Fig. 1: clock distribution
Bar = 50 um.
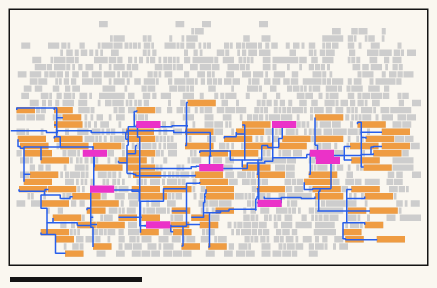
Fig. 2: sizing map
Bar = 50 um.
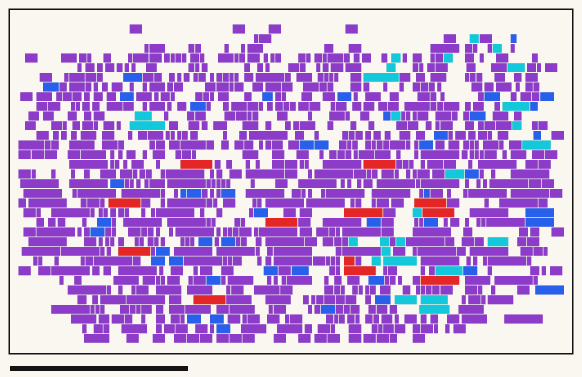
Fig. 3: zoomed window
Window x 104 to 134, y 9 to 39 um. Cells in grey, sequential cells in the stronger grey; small squares are vias.
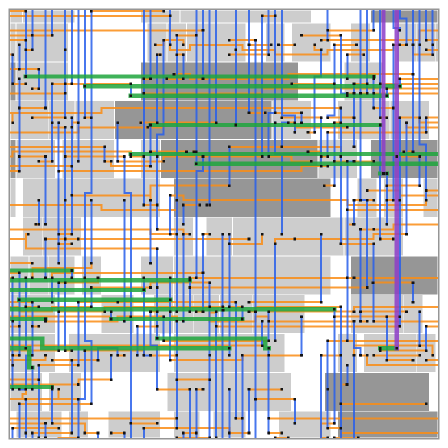
### src/rtl/k_and_s_pkg.sv
// Shared types for the K&S datapath: decoded instruction set,
// ALU operation codes and the opcode map.
package k_and_s_pkg;

   typedef enum logic [4:0] {
      I_NOP,
      I_LOAD,
      I_STORE,
      I_MOVE,
      I_ADD,
      I_SUB,
      I_AND,
      I_OR,
      I_XOR,
      I_BRANCH,
      I_BZERO,
      I_BNZERO,
      I_BNEG,
      I_BNNEG,
      I_BOV,
      I_BNOV,
      I_HALT
   } decoded_instruction_type;

   typedef enum logic [2:0] {
      ALU_OR    = 3'd0,
      ALU_ADD   = 3'd1,
      ALU_SUB   = 3'd2,
      ALU_AND   = 3'd3,
      ALU_XOR   = 3'd4,
      ALU_PASSA = 3'd5
   } alu_op_t;

   localparam logic [7:0] OP_NOP    = 8'h00;
   localparam logic [7:0] OP_BRANCH = 8'h01;
   localparam logic [7:0] OP_BZERO  = 8'h02;
   localparam logic [7:0] OP_BNEG   = 8'h03;
   localparam logic [7:0] OP_BOV    = 8'h05;
   localparam logic [7:0] OP_BNOV   = 8'h06;
   localparam logic [7:0] OP_BNNEG  = 8'h0A;
   localparam logic [7:0] OP_BNZERO = 8'h0B;
   localparam logic [7:0] OP_LOAD   = 8'h81;
   localparam logic [7:0] OP_STORE  = 8'h82;
   localparam logic [7:0] OP_MOVE   = 8'h91;
   localparam logic [7:0] OP_ADD    = 8'hA1;
   localparam logic [7:0] OP_SUB    = 8'hA2;
   localparam logic [7:0] OP_AND    = 8'hA3;
   localparam logic [7:0] OP_OR     = 8'hA4;
   localparam logic [7:0] OP_XOR    = 8'hA5;
   localparam logic [7:0] OP_HALT   = 8'hFF;

   function automatic decoded_instruction_type decode_op(
      input logic [7:0] op
   );
      case (op)
         OP_NOP:    return I_NOP;
         OP_BRANCH: return I_BRANCH;
         OP_BZERO:  return I_BZERO;
         OP_BNEG:   return I_BNEG;
         OP_BOV:    return I_BOV;
         OP_BNOV:   return I_BNOV;
         OP_BNNEG:  return I_BNNEG;
         OP_BNZERO: return I_BNZERO;
         OP_LOAD:   return I_LOAD;
         OP_STORE:  return I_STORE;
         OP_MOVE:   return I_MOVE;
         OP_ADD:    return I_ADD;
         OP_SUB:    return I_SUB;
         OP_AND:    return I_AND;
         OP_OR:     return I_OR;
         OP_XOR:    return I_XOR;
         OP_HALT:   return I_HALT;
         default:   return I_NOP;
      endcase
   endfunction

endpackage

### src/rtl/ks_alu.sv
// Combinational K&S ALU: one shared adder for ADD/SUB plus logic ops,
// with zero/negative/carry/overflow status for every operation.
module ks_alu
   import k_and_s_pkg::*;
#(
   parameter int DATA_W = 16
) (
   input  logic [2:0]        op,
   input  logic [DATA_W-1:0] a,
   input  logic [DATA_W-1:0] b,
   output logic [DATA_W-1:0] res,
   output logic              zero,
   output logic              neg,
   output logic              uovf,
   output logic              sovf
);

   logic              sub;
   logic              c_msb;
   logic [DATA_W-1:0] b_eff;
   logic [DATA_W:0]   sum;

   assign sub   = (op == ALU_SUB);
   assign b_eff = sub ? ~b : b;
   assign sum   = {1'b0, a} + {1'b0, b_eff}
                + {{DATA_W{1'b0}}, sub};

   // carry into the MSB recovered from the MSB sum bit
   assign c_msb = sum[DATA_W-1] ^ a[DATA_W-1] ^ b_eff[DATA_W-1];

   always_comb begin
      res  = a | b;
      uovf = 1'b0;
      sovf = 1'b0;
      case (op)
         ALU_ADD, ALU_SUB: begin
            res  = sum[DATA_W-1:0];
            uovf = sum[DATA_W] ^ sub;
            sovf = c_msb ^ sum[DATA_W];
         end
         ALU_AND:   res = a & b;
         ALU_XOR:   res = a ^ b;
         ALU_PASSA: res = a;
         default:   res = a | b;
      endcase
   end

   assign zero = (res == '0);
   assign neg  = res[DATA_W-1];

endmodule

### src/rtl/ks_data_path_param.sv
// K&S datapath: PC, IR, register file, ALU, registered flags and the
// RAM address mux, steered entirely by the control unit's strobes.
module ks_data_path_param
   import k_and_s_pkg::*;
#(
   parameter int DATA_W   = 16,
   parameter int ADDR_W   = 5,
   parameter int NREGS    = 4,
   parameter int RESET_PC = 0
) (
   input  logic                    clk,
   input  logic                    rst_n,
   input  logic                    branch,
   input  logic                    pc_enable,
   input  logic                    ir_enable,
   input  logic                    addr_sel,
   input  logic                    c_sel,
   input  logic [2:0]              operation,
   input  logic                    write_reg_enable,
   input  logic                    flags_reg_enable,
   output decoded_instruction_type decoded_instruction,
   output logic                    zero_op,
   output logic                    neg_op,
   output logic                    unsigned_overflow,
   output logic                    signed_overflow,
   output logic [ADDR_W-1:0]       ram_addr,
   output logic [DATA_W-1:0]       data_out,
   input  logic [DATA_W-1:0]       data_in
);

   localparam int RIDX_W = $clog2(NREGS);

   if (DATA_W < 16 || NREGS < 2 ||
       (NREGS & (NREGS - 1)) != 0 ||
       3 * RIDX_W > DATA_W - 8 ||
       ADDR_W + RIDX_W > DATA_W - 8) begin : g_bad_param
      $error("ks_data_path_param: illegal DATA_W/ADDR_W/NREGS");
   end

   logic [ADDR_W-1:0]       pc;
   logic [DATA_W-1:0]       ir;
   logic [DATA_W-1:0]       regs [NREGS];
   logic [ADDR_W-1:0]       mem;
   logic [7:0]              opcode;
   decoded_instruction_type dec;
   logic                    is_alu;
   logic [RIDX_W-1:0]       a_addr;
   logic [RIDX_W-1:0]       b_addr;
   logic [RIDX_W-1:0]       c_addr;
   logic [DATA_W-1:0]       rd_a;
   logic [DATA_W-1:0]       rd_b;
   logic [DATA_W-1:0]       alu_res;
   logic                    alu_zero;
   logic                    alu_neg;
   logic                    alu_uovf;
   logic                    alu_sovf;
   logic                    unused_ir_bits;

   assign opcode = ir[DATA_W-1 -: 8];
   assign mem    = ir[ADDR_W-1:0];
   assign dec    = decode_op(opcode);
   assign is_alu = dec inside {I_ADD, I_SUB, I_AND,
                               I_OR, I_XOR};

   assign decoded_instruction = dec;

   // IR bits between the opcode and the operand fields are don't-care
   assign unused_ir_bits = ^ir;

   always_comb begin
      a_addr = '0;
      b_addr = '0;
      c_addr = '0;
      unique case (1'b1)
         dec == I_LOAD:  c_addr = ir[ADDR_W +: RIDX_W];
         dec == I_STORE: a_addr = ir[ADDR_W +: RIDX_W];
         dec == I_MOVE: begin
            c_addr = ir[RIDX_W +: RIDX_W];
            a_addr = ir[0 +: RIDX_W];
            b_addr = ir[0 +: RIDX_W];
         end
         is_alu: begin
            a_addr = ir[0 +: RIDX_W];
            b_addr = ir[RIDX_W +: RIDX_W];
            c_addr = ir[2*RIDX_W +: RIDX_W];
         end
         default: ;
      endcase
   end

   assign rd_a = regs[a_addr];
   assign rd_b = regs[b_addr];

   ks_alu #(
      .DATA_W (DATA_W)
   ) u_alu (
      .op   (operation),
      .a    (rd_a),
      .b    (rd_b),
      .res  (alu_res),
      .zero (alu_zero),
      .neg  (alu_neg),
      .uovf (alu_uovf),
      .sovf (alu_sovf)
   );

   assign ram_addr = addr_sel ? mem : pc;
   assign data_out = rd_a;

   always_ff @(posedge clk) begin
      if (!rst_n) begin
         pc                <= RESET_PC[ADDR_W-1:0];
         ir                <= '0;
         zero_op           <= 1'b0;
         neg_op            <= 1'b0;
         unsigned_overflow <= 1'b0;
         signed_overflow   <= 1'b0;
         for (int i = 0; i < NREGS; i++) begin
            regs[i] <= '0;
         end
      end else begin
         if (pc_enable) begin
            pc <= branch ? mem : pc + ADDR_W'(1);
         end
         if (ir_enable) begin
            ir <= data_in;
         end
         if (write_reg_enable) begin
            regs[c_addr] <= c_sel ? alu_res : data_in;
         end
         if (flags_reg_enable) begin
            zero_op           <= alu_zero;
            neg_op            <= alu_neg;
            unsigned_overflow <= alu_uovf;
            signed_overflow   <= alu_sovf;
         end
      end
   end

endmodule

### config.mk
export PLATFORM = sky130hd
export DESIGN_NAME = ks_data_path_param
export DESIGN_NICKNAME = d
export VERILOG_FILES = /design/src/rtl/k_and_s_pkg.sv /design/src/rtl/ks_alu.sv /design/src/rtl/ks_data_path_param.sv
export SDC_FILE = /design/constraint.sdc
export NUM_CORES = 1
export LEC_CHECK = 0
export CAP_MARGIN = 10
export CORE_ASPECT_RATIO = 0.6
export CORE_MARGIN = 2
export CORE_UTILIZATION = 55
export DETAILED_ROUTE_END_ITERATION = 8
export HOLD_SLACK_MARGIN = 0.05
export PLACE_DENSITY = 0.76
export REMOVE_ABC_BUFFERS = 1
export SETUP_SLACK_MARGIN = 0.02
export SYNTH_ARGS = -nofsm -noshare
export SYNTH_HDL_FRONTEND = slang
export SYNTH_SLANG_ARGS = --single-unit
### constraint.sdc
create_clock -name clk -period 7.35 [get_ports clk]
set_input_delay 1.47 -clock clk [delete_from_list [all_inputs] [get_ports clk]]
set_output_delay 1.47 -clock clk [all_outputs]
set_load 0.01 [all_outputs]
==> impl_metrics.yaml <==
# yosys + openroad results
synth:
  ys_cells: 910
  synth.largest_area_cell: "edfxtp_1"
  yosys_warnings: 0
  netlist.top_cell.by_instances: "nor2_1"
  netlist-cell-type-count: 84
  yosys_most_used_dff: "edfxtp_1"
min_path:
  worstHoldStart: "signed_overflow"
setup_path:
  cp-startpoint: "ir[12]"
  critPathLaunchType: "flip-flop"
  worst-path-max-fanout: 24
  critical_path_buf_inv_count: 2
  r2r.worst_path.cells: 18
  capture_point_of_the_worst_path: "zero_op"
  critical_path.top_delay_family: "AND-OR/OR-AND gates"
  critPathCaptureType: "flip-flop"
layout:
  clockBufferCount: 10
  mi_logic_area_mm2: 0.00497
  n_sequential_cell: 88
  final_layout_size_suffix_gt1_frac: 0.0895
  comb_area_frac: 0.564
  biggestCellCategory: "multi-input combinational cells"
  layout_top_cells_excl_fill_tap: "138 x nor2_1, 72 x nand2_1, 68 x mux2i_1"
  layout.non_clock_inverters: 59
  finish.net_count: 1005
clock_tree:
  tritoncts: "built"
  cts_buffer_depth: 2
  hold_buffers: 0
  ctsResizeCount: 0
  cts_setup_buffers: 0
  clkTransAtPathRegs_ps: 60
  cts-htree-levels: 3
floorplanning:
  design.die.area_mm2: 0.0153
  die_x_um: 158
final_timing:
  final.min_clock_period_ps: 6210
  final_hold_viols: 0
  worst_hold_slack_ps: 476
  maxSlewViolCount: 0
  finalClockPeriodUsage: 0.845
  setup_repair_after_global_routing_missed_its_margin: "false"
power_and_ir_drop:
  total_power_mw: 1.51
routing:
  drt.antenna.violating_nets: 0
  detailedRoute.firstPassIterationCount: 6
  met3_wirelength_um: 2610
  avgRoutedWirePerCell_um: 20.3
  drt_first_iter_violations: 936
  wl_met2_um: 9350
grt:
  globalRouteOverflowTotal: 0
  grtUsageMet1: 0.476
  grt_antenna_before_repair: 0
status:
  outcome: "finished clean"
placement:
  detailed_place_hpwl_um: 17000
About Fig. 1:
[magenta] clock-net drivers | count: 9
[blue] clock wires | length: 1070 um
[orange] flip-flops | count: 88
routed clock nets: 10
clk latency late pin: 340 ps
worst clock skew: 6.10 ps
Clk power: 489 uW
proportion of power drawn by the clock network: 0.325

About Fig. 2:
[red] x6 and larger | cells: 12 | most used: clkbuf_16
[cyan] x3 and x4 | cells: 26 | most used: buf_4
[purple] x1 and smaller | cells: 855 | most used: nor2_1
[blue] x2 | cells: 46 | most used: mux2_2
PnR worst setup slack: 1140 ps
area growth from synthesis to layout: 12.5%
Non-CTS buffers: 70

About Fig. 3:
[orange] M1
[green] M3
[blue] M2
[purple] M4
cells with their middle in the window: 67
most frequent: nor2_1 (12), mux2i_1 (8)
netlist names of flops here include: regs (4), ir (3)
sequential cells in the window: 7

==> flip-flops by register name, summed over array words and instances, names as in the netlist <==
name               flops
regs                  64
ir                    15
pc                     5
neg_op                 1
signed_overflow        1
unsigned_overflow      1
zero_op                1
==> kinds of logic (layout without fill, tap and decap cells) <==
family	Yosys count	after routing	share of synthesized area
and+or+nand+nor	322	322	0.193
AOI/OAI and AO/OA	202	202	0.185
buffers and inverters	116	145	0.0591
muxes	101	101	0.141
DFF	88	88	0.307
adders and majority gates	44	44	0.0709
xor gates and xnor gates	37	37	0.0449
==> power breakdown <==
part	internal [mW]	leakage [nW]	switching (mW)
logic	0.178	2.55	0.254
registers	0.559	0.862	0.0258
clock network	0.297	0.154	0.192
No activity file was given, so power comes from the tool's default toggle rates.
